Signal wires on met2:
Drawn at 2 px/um.
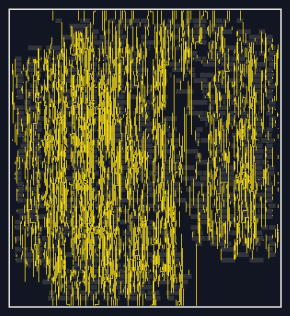
Register map, names as in the netlist:
Drawn at 3 px/um. Other sequential cells in the stronger grey, the rest of the logic in the fainter grey.
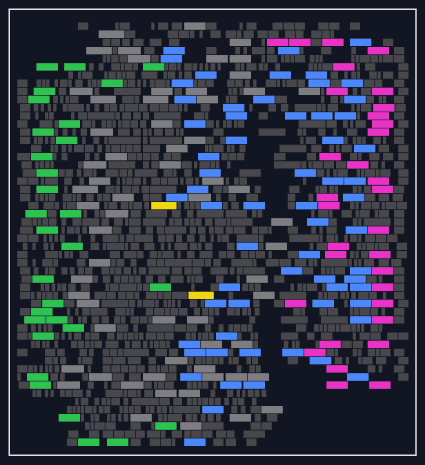
Selected gate families:
Drawn at 3 px/um.
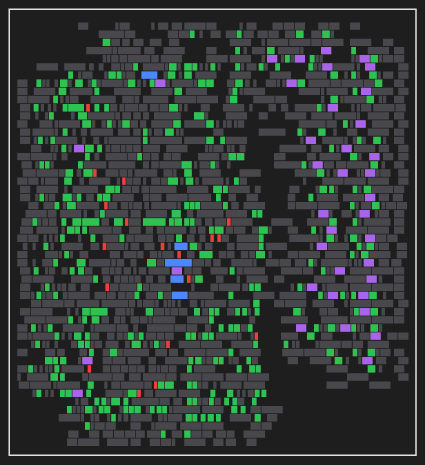
Routing congestion:
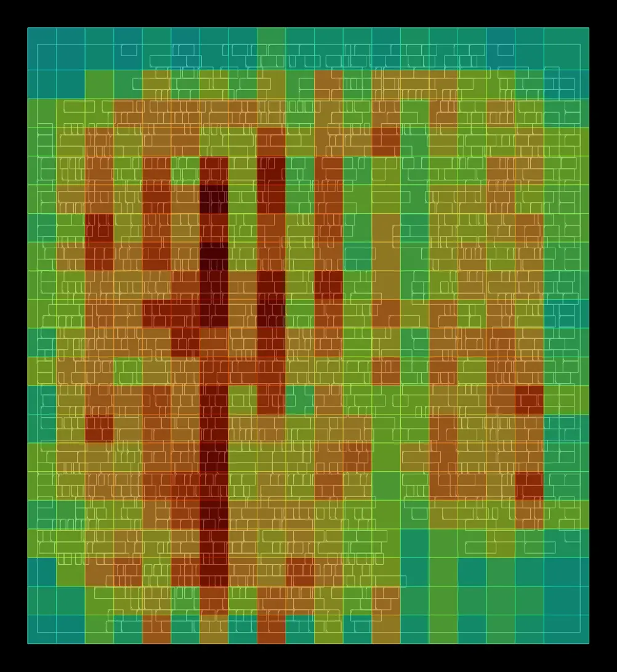
[src/rtl/fetch_pkg.sv]
// Shared types and constants for the MIPS fetch stage and its IF/ID boundary.
package fetch_pkg;
  typedef enum logic [1:0] {FETCH, DROP, FULL} fetch_state_e;

  localparam logic [31:0] NOP_INSTR = 32'h0000_0000;
  localparam logic [31:0] PC_STEP   = 32'd4;

  typedef struct packed {
    logic [31:0] instr;
    logic [31:0] pc4;
  } ifid_t;
endpackage

[src/rtl/instruction_fetch_stage_if.sv]
// Instruction-memory request/ack channel; the fetch stage is the master.
interface instruction_fetch_stage_if;
  logic        ImemReq;
  logic [31:0] ImemAddr;
  logic        ImemAck;
  logic [31:0] ImemData;

  modport master (output ImemReq, ImemAddr, input ImemAck, ImemData);
  modport slave  (input ImemReq, ImemAddr, output ImemAck, ImemData);
endinterface

[src/rtl/instruction_fetch_stage_skid.sv]
// One-entry holding register for a word that returned while decode was stalled.
module fetch_skid_buffer
  import fetch_pkg::*;
(
  input  logic  Clk,
  input  logic  Reset,
  input  logic  load_i,
  input  logic  unload_i,
  input  logic  clear_i,
  input  ifid_t d_i,
  output ifid_t q_o,
  output logic  valid_o
);
  ifid_t data_q;
  logic  valid_q;

  always_ff @(posedge Clk) begin
    if (Reset || clear_i) begin
      valid_q <= 1'b0;
      data_q  <= '{instr: NOP_INSTR, pc4: 32'h0};
    end else if (load_i) begin
      valid_q <= 1'b1;
      data_q  <= d_i;
    end else if (unload_i) begin
      valid_q <= 1'b0;
    end
  end

  assign q_o     = data_q;
  assign valid_o = valid_q;
endmodule

[src/rtl/instruction_fetch_stage.sv]
// Fetch stage: PC, imem handshake, IF/ID latch, stall skid and redirect flush.
module instruction_fetch_stage
  import fetch_pkg::*;
#(
  parameter logic [31:0] RESET_PC = 32'h0000_0000,
  parameter logic [31:0] PC_STEP  = fetch_pkg::PC_STEP
) (
  input  logic                        Clk,
  input  logic                        Reset,
  input  logic                        Stall,
  input  logic                        Redirect,
  input  logic [31:0]                 RedirectPC,
  instruction_fetch_stage_if.master   imem,
  output logic                        IfIdValid,
  output logic [31:0]                 IfIdInstr,
  output logic [31:0]                 IfIdPCPlus4,
  output logic [15:0]                 Imm16
);
  fetch_state_e state_q, state_d;
  logic [31:0]  pc_q, pc_d, tgt_q, tgt_d;
  logic         valid_q, valid_d;
  ifid_t        ifid_q, ifid_d, skid_q;
  logic         skid_load, skid_unload, skid_clear, skid_vld;
  logic         latch_free, consume, ack;
  logic [31:0]  pc_next, rpc;

  assign ack        = imem.ImemAck;
  assign latch_free = ~valid_q | ~Stall;
  assign consume    = valid_q & ~Stall;
  assign pc_next    = pc_q + PC_STEP;
  assign rpc        = RedirectPC & ~32'h3;

  fetch_skid_buffer u_skid (
    .Clk      (Clk),
    .Reset    (Reset),
    .load_i   (skid_load),
    .unload_i (skid_unload),
    .clear_i  (skid_clear),
    .d_i      ('{instr: imem.ImemData, pc4: pc_next}),
    .q_o      (skid_q),
    .valid_o  (skid_vld)
  );

  always_comb begin
    state_d     = state_q;
    pc_d        = pc_q;
    tgt_d       = tgt_q;
    valid_d     = valid_q;
    ifid_d      = ifid_q;
    skid_load   = 1'b0;
    skid_unload = 1'b0;
    skid_clear  = 1'b0;
    if (Redirect) begin
      // A word already in flight cannot be cancelled; DROP waits it out.
      valid_d    = 1'b0;
      skid_clear = 1'b1;
      unique case (state_q)
        FETCH: if (ack) pc_d = rpc;
               else begin tgt_d = rpc; state_d = DROP; end
        DROP:  if (ack) begin pc_d = rpc; state_d = FETCH; end
               else tgt_d = rpc;
        FULL:  begin pc_d = rpc; state_d = FETCH; end
        default: state_d = FETCH;
      endcase
    end else begin
      unique case (state_q)
        FETCH: begin
          if (ack && latch_free) begin
            ifid_d  = '{instr: imem.ImemData, pc4: pc_next};
            valid_d = 1'b1;
            pc_d    = pc_next;
          end else if (ack) begin
            skid_load = 1'b1;
            pc_d      = pc_next;
            state_d   = FULL;
          end else if (consume) begin
            valid_d = 1'b0;
          end
        end
        DROP: begin
          if (consume) valid_d = 1'b0;
          if (ack) begin pc_d = tgt_q; state_d = FETCH; end
        end
        FULL: begin
          if (!Stall && skid_vld) begin
            ifid_d      = skid_q;
            valid_d     = 1'b1;
            skid_unload = 1'b1;
            state_d     = FETCH;
          end
        end
        default: state_d = FETCH;
      endcase
    end
  end

  always_ff @(posedge Clk) begin
    if (Reset) begin
      state_q <= FETCH;
      pc_q    <= RESET_PC;
      tgt_q   <= 32'h0;
      valid_q <= 1'b0;
      ifid_q  <= '{instr: NOP_INSTR, pc4: 32'h0};
    end else begin
      state_q <= state_d;
      pc_q    <= pc_d;
      tgt_q   <= tgt_d;
      valid_q <= valid_d;
      ifid_q  <= ifid_d;
    end
  end

  assign imem.ImemReq  = ~Reset & (state_q != FULL);
  assign imem.ImemAddr = pc_q;
  assign IfIdValid     = valid_q;
  assign IfIdInstr     = ifid_q.instr;
  assign IfIdPCPlus4   = ifid_q.pc4;
  assign Imm16         = ifid_q.instr[15:0];
endmodule

[src/flat_wrapper.sv]
// flat-port wrapper written by rule: the top's interface ports become plain ports
module instruction_fetch_stage_flat import fetch_pkg::*;
#(
  parameter logic [31:0] RESET_PC = 32'h0000_0000,
  parameter logic [31:0] PC_STEP  = fetch_pkg::PC_STEP
)
  (Clk, Reset, Stall, Redirect, RedirectPC, IfIdValid, IfIdInstr, IfIdPCPlus4, Imm16, imem_ImemReq, imem_ImemAddr, imem_ImemAck, imem_ImemData);
  instruction_fetch_stage_if imem_i ();
  input  logic Clk;
  input  logic Reset;
  input  logic Stall;
  input  logic Redirect;
  input  logic [31:0] RedirectPC;
  output logic IfIdValid;
  output logic [31:0] IfIdInstr;
  output logic [31:0] IfIdPCPlus4;
  output logic [15:0] Imm16;
  output wire logic [$bits(imem_i.ImemReq)-1:0] imem_ImemReq;
  output wire logic [$bits(imem_i.ImemAddr)-1:0] imem_ImemAddr;
  input wire logic [$bits(imem_i.ImemAck)-1:0] imem_ImemAck;
  input wire logic [$bits(imem_i.ImemData)-1:0] imem_ImemData;
  assign imem_ImemReq = imem_i.ImemReq;
  assign imem_ImemAddr = imem_i.ImemAddr;
  assign imem_i.ImemAck = imem_ImemAck;
  assign imem_i.ImemData = imem_ImemData;
  instruction_fetch_stage #(.RESET_PC(RESET_PC), .PC_STEP(PC_STEP)) u_core (.Clk(Clk), .Reset(Reset), .Stall(Stall), .Redirect(Redirect), .RedirectPC(RedirectPC), .imem(imem_i), .IfIdValid(IfIdValid), .IfIdInstr(IfIdInstr), .IfIdPCPlus4(IfIdPCPlus4), .Imm16(Imm16));
endmodule
[config.mk]
export PLATFORM = sky130hd
export DESIGN_NAME = instruction_fetch_stage_flat
export DESIGN_NICKNAME = d
export VERILOG_FILES = /design/src/rtl/fetch_pkg.sv /design/src/rtl/instruction_fetch_stage_if.sv /design/src/rtl/instruction_fetch_stage_skid.sv /design/src/rtl/instruction_fetch_stage.sv /design/src/flat_wrapper.sv
export SDC_FILE = /design/constraint.sdc
export NUM_CORES = 1
export LEC_CHECK = 0
export CORE_ASPECT_RATIO = 1.1
export CORE_MARGIN = 2
export CORE_UTILIZATION = 47
export DETAILED_ROUTE_END_ITERATION = 8
export PLACE_DENSITY = 0.77
export SETUP_SLACK_MARGIN = 0.15
export SKIP_CTS_REPAIR_TIMING = 1
export SYNTH_ARGS = -nofsm -noshare
export SYNTH_HDL_FRONTEND = slang
export SYNTH_SLANG_ARGS = --single-unit
[constraint.sdc]
create_clock -name Clk -period 2.2 [get_ports Clk]
set_clock_uncertainty 0.05 [all_clocks]
set_input_delay 0.55 -clock Clk [delete_from_list [all_inputs] [get_ports Clk]]
set_output_delay 0.55 -clock Clk [all_outputs]
set_load 0.005 [all_outputs]
==> impl_metrics.py <==
# Metrics from the implementation run
metrics = {
    "clock_network": {
        "cts_tree": "yes",
        "insertion_delay_ns": 0.43,
        "clockRootBuffer": "clkbuf_16",
        "h-tree-depth": 4,
        "cts_buffers": 17,
        "max-clock-path-buffers": 2,
        "cts.clk_slew.worst_paths_ns": 0.08,
    },
    "final_timing": {
        "tns_ns": 0,
        "slew_headroom": 0.547,
        "timing.fmax_mhz": 481,
        "post-route-period-util": 0.945,
        "tightest_slew_ns": 0.679,
        "holdWs_ns": 0.403,
        "rsz0062_at_grt": "yes",
        "maxSlewViolCount": 0,
        "finalSetupViolCount": 0,
        "finalCriticalPeriod_ns": 2.08,
    },
    "cells_and_area": {
        "instances_no_fill": 1551,
        "final_nets": 1369,
        "synthToLayoutAreaGrowth_pct": 38.4,
        "drive_gt1_frac": 0.155,
        "diodes": 0,
    },
    "critical_path": {
        "cp_max_fo": 4,
        "r2r_slack_ns": 0.12,
        "worstReg2RegEnd": "u_core.IfIdPCPlus4[16]$_SDFFE_PP0P_",
        "cp-start-kind": "flop",
        "r2r_cells": 8,
        "regToRegStartpoint": "u_core.imem.ImemAddr[2]$_SDFFE_PP0P_",
        "crit_arrival_ns": 2.34,
        "criticalPathCategory": "reg -> reg",
        "critPathCaptureType": "flop",
    },
    "route": {
        "dr.pass1.iters": 5,
        "postRouteAntennaNets": 0,
        "vias": 8897,
        "via_per_inst": 5.74,
        "drtIter0Drc": 690,
        "drc_errors": 0,
        "routedWlPerCell_um": 17.3,
    },
    "synth": {
        "yosysWarnings": 0,
        "postSynthSeqShare": 0.424,
        "synth_cell_type_count": 66,
        "synthAoiAreaFrac": 0.231,
        "top_logic_kind": "AND-OR/OR-AND gates",
        "synth-edff-count": 0,
        "ys_cells": 1114,
        "ys_area_um2": 8880,
        "fa_ha_area_frac": 0.00704,
        "mux_share": 0.0428,
        "synthArstFlopShare": 0,
        "xor_share": 0.0247,
        "flop_cell": "dfxtp_1",
        "ys.flops": 188,
        "netlist_instances": 1114,
    },
    "grt": {
        "gr-total-overflow": 0,
        "grt_max_degree": 63,
        "grt_pass1_wl_mm": 41.3,
        "antenna_found_initial": 0,
        "grt_pass1_vias": 8015,
        "grt_usage": 0.255,
    },
    "min_path": {
        "min_to": "u_core.tgt_q[14]$_SDFFE_PP0P_",
    },
    "floorplan": {
        "die-area_um2": 20000,
        "rows": 52,
        "ios": 183,
        "die_w_um": 135,
    },
    "pwr": {
        "power_mw": 8.28,
        "power-per-cell-area_nw_per_um2": 674,
        "ir_drop_mv": 0.579,
    },
    "job": {
        "warnings": 33,
    },
    "place": {
        "dp.cells": 1508,
        "gp_congestion": 0.892,
        "dp_hpwl_mm": 18.0,
        "dpl-instance-area_um2": 11300,
        "io_buffers": 176,
        "dp_slack_ns": -0.215,
    },
    "status": {
        "status": "completed",
    },
}
-- 'signal wires on met2' (at the start) --
wire length on this layer: 13000 um
share of all routed wire: 49%
GR met2 Demand/Resource: 0.430
Total Wirelength: 26.8 mm

-- 'register map, names as in the netlist' (at the start) --
[green] `u_core.tgt_q` | flops: 30 | where: a vertical strip on the left
[yellow] `u_core.state_q` | flops: 2
[blue] `u_core.u_skid.q_o` | flops: 62
[magenta] `u_core.IfIdInstr` | flops: 32 | where: a vertical strip on the right
not coloured: 62

-- 'selected gate families' (at the start) --
[green] inverting AOI/OAI gates | cells: 302 | where: spread over the die
[purple] multiplexers | cells: 38
[red] inverters | cells: 18
[blue] adder and majority cells | cells: 5 | where: centre

-- 'routing congestion' (at the start) --
met3 Use GR: 0.0392
Global Route met1 Usage: 0.338

## cells by family (layout without fill, tap and decap cells)
kind of cell	count (synthesis)	in the layout
AOI/OAI and AO/OA	328	328
adders and majority gates	5	5
xor gates and xnor gates	25	25
DFF	188	188
muxes	38	38
other	1	4
and+or+nand+nor	395	395
buffers and inverters	134	325
## layout make-up
class                   count  area, um2
flip-flops and latches    188       3810
inverters                  18       67.6
multi-input cells         795       4720
clock inverters            14        179
fillers                  1521       6190
repair buffers            275       2770
well taps                 243        304
clock buffers              18        439
## synth_stat cells (6+ instances only)
cell / count / area (um2)
nand3_1: 14 / 70.1
nor2_1: 93 / 349
dfxtp_1: 188 / 3760
a211oi_1: 50 / 375
mux2i_1: 38 / 380
buf_2: 17 / 85.1
nor3_1: 18 / 90.1
o32ai_1: 6 / 52.6
inv_1: 15 / 56.3
nand2b_1: 7 / 43.8
and3_1: 11 / 68.8
o21ai_0: 46 / 230
nand4_1: 15 / 93.8
o21a_1: 6 / 45.0
clkbuf_1: 73 / 274
nand2_1: 193 / 724
buf_1: 6 / 22.5
xnor2_1: 20 / 175
o22ai_1: 20 / 125
a31o_1: 6 / 52.6
a21oi_1: 132 / 661
o211ai_1: 14 / 105
nor4_1: 16 / 100
buf_4: 20 / 150
## routing by layer
| metal | share of wire | vias to the layer above | GRT usage | wire [um] |
|---|---|---|---|---|
| li1 | - | 4304 | - | - |
| met1 | 0.43 | 4169 | 0.338 | 11500 |
| met2 | 0.49 | 383 | 0.430 | 13000 |
| met3 | 0.066 | 41 | 0.0392 | 1770 |
| met4 | 0.020 | 0 | 0.0786 | 544 |
| met5 | 0 | - | 0 | 0 |
## sequential cells by signal (all words and copies together), names as in the netlist
register,count
u_core.IfIdInstr,32
u_core.IfIdPCPlus4,30
u_core.IfIdValid,1
u_core.imem.ImemAddr,30
u_core.state_q,2
u_core.tgt_q,30
u_core.u_skid.q_o,62
u_core.u_skid.valid_o,1
## critical path, cell delays in order, from the launching register on
cell	delay (ns)
dfxtp_2	0.35
ha_2	0.22
nand4_2	0.17
buf_4	0.20
nor4_4	0.35
xor2_1	0.12
buf_4	0.16
o211ai_1	0.23
a21oi_1	0.10
## report_power, final
part,leakage [nW],switching [mW],internal [mW]
Clock,0.299,1.47,1.76
Combinational,2.56,0.682,0.715
Sequential,1.54,0.114,3.55
## worst max path at each step
stage                                                to                                 start  slack (ns)
detailed placement   u_core.u_skid.q_o[18]$_SDFFE_PP0P_                          imem_ImemAck       -0.21
CTS                                        imem_ImemReq        u_core.state_q[0]$_SDFFE_PP0P_       -0.33
finish              u_core.IfIdPCPlus4[16]$_SDFFE_PP0P_  u_core.imem.ImemAddr[2]$_SDFFE_PP0P_        0.12
global placement     u_core.u_skid.q_o[18]$_SDFFE_PP0P_                          imem_ImemAck       -0.17
floorplan           u_core.IfIdPCPlus4[12]$_SDFFE_PP0P_        u_core.state_q[0]$_SDFFE_PP0P_        0.13
global route        u_core.IfIdPCPlus4[28]$_SDFFE_PP0P_  u_core.imem.ImemAddr[2]$_SDFFE_PP0P_        0.08
Power is estimated from default activity; no workload was simulated.
